### Floorplan with the power grid

Scale: 2 px per µm. Pins as bars on the die edge.
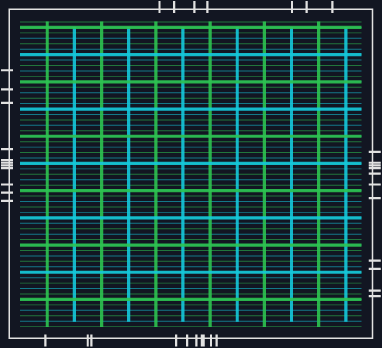
### Cell classes on the final placement

Scale: 1.5 px per µm. Fill, decap, tap and diode cells in gray.
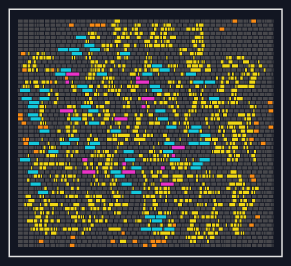
### Routed clock nets over the placement

Scale: 3 px per µm.
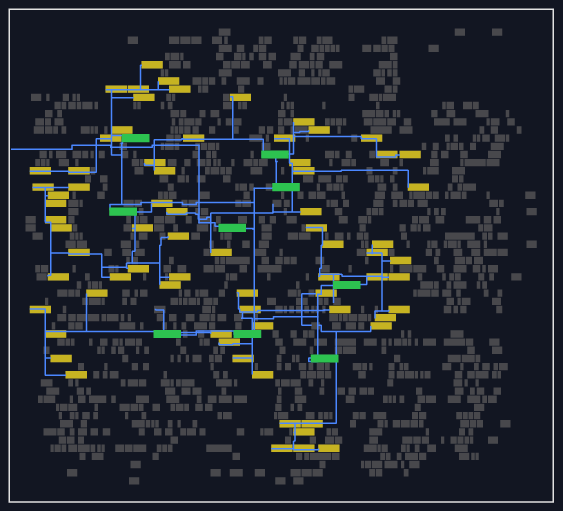
### Wiring by layer

Scale: 2 px per µm. Only two layers are drawn.
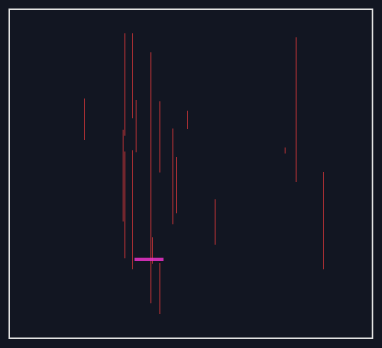
### Placed standard cells

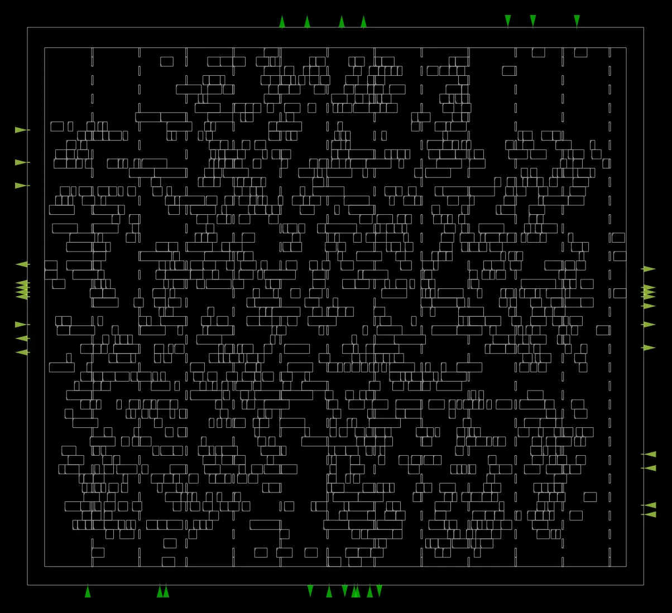
Design charge_bay_arbiter, sky130hd; sources not shown.
==> flow_metrics.py <==
# Flow results
metrics = {
    "run_status": {
        "status": "finished with violations",
        "violations": "capacitance limit, slew limit",
    },
    "final_layout": {
        "layout.area.comb_um2": 6195,
    },
    "cts": {
        "h-tree-depth": 3,
        "postCtsHoldBufs": 0,
        "cts_tree": "yes",
        "cts_sinks": 72,
    },
    "synthesis": {
        "synth_nets": 1106,
        "yosys-top-cells-area": "dfxtp_1, ha_1, nor2_1",
        "adder_share": 0.09273,
        "avgSynthCellArea_um2": 7.636,
        "ys_cells": 1032,
        "syn_inst": 1032,
    },
    "critical_path": {
        "reg2reg_slack_ns": 1.96,
        "r2r_cells": 17,
    },
    "flow_run": {
        "cap_violations": 1,
    },
    "power_and_ir_drop": {
        "top_power_group": "combinational logic",
    },
    "sta": {
        "final-hold-violation-count": 0,
        "slew_viol_final": 30,
    },
    "die": {
        "pin_count": 39,
    },
}
## Picture notes: 'Floorplan with the power grid'
Cyan stands for VDD. Green stands for VSS.
The core has 56 rows. 11 straps on met5. 39 signal pins sit on the boundary. 57 met1 rails follow the rows.
Die X: 180.8 µm
die height: 163.8 µm
maximum VDD drop: 0.1026 mV
Core Region: 25990 µm²

## Picture notes: 'Cell classes on the final placement'
Orange stands for remaining buffers and delay cells, cells 44, share of their area 4.9%. Cyan stands for registers, cells 72, share of their area 17%. Magenta stands for clock drivers and dummy loads, cells 16, share of their area 3.4%. Yellow stands for remaining logic cells, cells 921, share of their area 74%.
final instance area: 8816 µm²
row cnt: 56
Util after Layout: 0.3391
Seq/total area: 0.1635

## Picture notes: 'Routed clock nets over the placement'
Green stands for clock-net drivers, count 9. Yellow stands for flip-flops, count 72. Blue stands for clock wires, length 1280 µm.
There are 10 routed clock nets.
Clock power frac: 0.238
clk ins delay skew pair: 0.35 ns
Clock Skew: 0.01085 ns

## Picture notes: 'Wiring by layer'
Magenta stands for M5, wire length 12.9 µm. Red stands for M4, wire length 726 µm.
routed length per instance: 24.02 µm
gr usage total: 0.2237
WL final: 33650 µm
vias: 8322

## Picture notes: 'Placed standard cells'
non-filler instance count after layout: 1401
Seq cells: 72
# fillers: 2813

## metrics by stage
step,std cells,util,setup slack (ns),instance area (µm²)
2_1_floorplan,1032,-,3.227,7880
3_5_place_dp,1385,0.3306,1.143,8593
3_3_place_gp,1385,0.3306,1.071,8593
5_1_grt,1401,0.3391,0.5336,8816
6_report,1401,0.3391,0.9944,8816
4_1_cts,1401,0.3416,1.472,8880
## routing by layer
layer  GRT usage  wire length, µm
met1      0.3408            17140
met2      0.3249            13750
met3     0.04030             2019
met4     0.05223              725
met5           0               12
## worst reg2reg max path: cells and delay by family, from the launching register on
kind                     cells  cell delay [ns]
AND-OR/OR-AND               10             4.11
AND/OR/NAND/NOR              4             1.24
adder cells (fa/ha/maj)      3             1.04
flip-flops                   1             0.38
## cell usage after synthesis (all sizes together) (12+ instances only)
master,instances
nand4,12
and3,16
or2,12
a211oi,34
a31oi,12
a21oi,69
o22ai,17
a21o,20
nor4,22
nor2b,22
dfxtp,72
nor3,40
ha,52
xor2,14
clkbuf,29
and2,17
o21ai,58
inv,12
o31ai,12
o211ai,22
nand3,26
xnor2,21
nor2,132
nand2b,19
mux2i,29
nand2,68
## cell usage in the layout (no fill, tap or decap), drive strengths merged, types with 14 or more instances in the layout
cell type | synthesis | final
xor2 | 14 | 14
o22ai | 17 | 17
nor3 | 40 | 40
xnor2 | 21 | 21
dfxtp | 72 | 72
ha | 52 | 52
nor2b | 22 | 22
and2 | 17 | 17
o21ai | 58 | 58
a211oi | 34 | 34
clkdlybuf4s50 | 0 | 14
dlygate4sd3 | 0 | 23
nor2 | 132 | 132
mux2i | 29 | 29
a21o | 20 | 20
nand2 | 68 | 68
and3 | 16 | 16
a21oi | 69 | 69
o211ai | 22 | 22
nor4 | 22 | 22
nand2b | 19 | 19
nand3 | 26 | 26
inv | 12 | 16
No activity file was given, so power comes from the tool's default toggle rates.
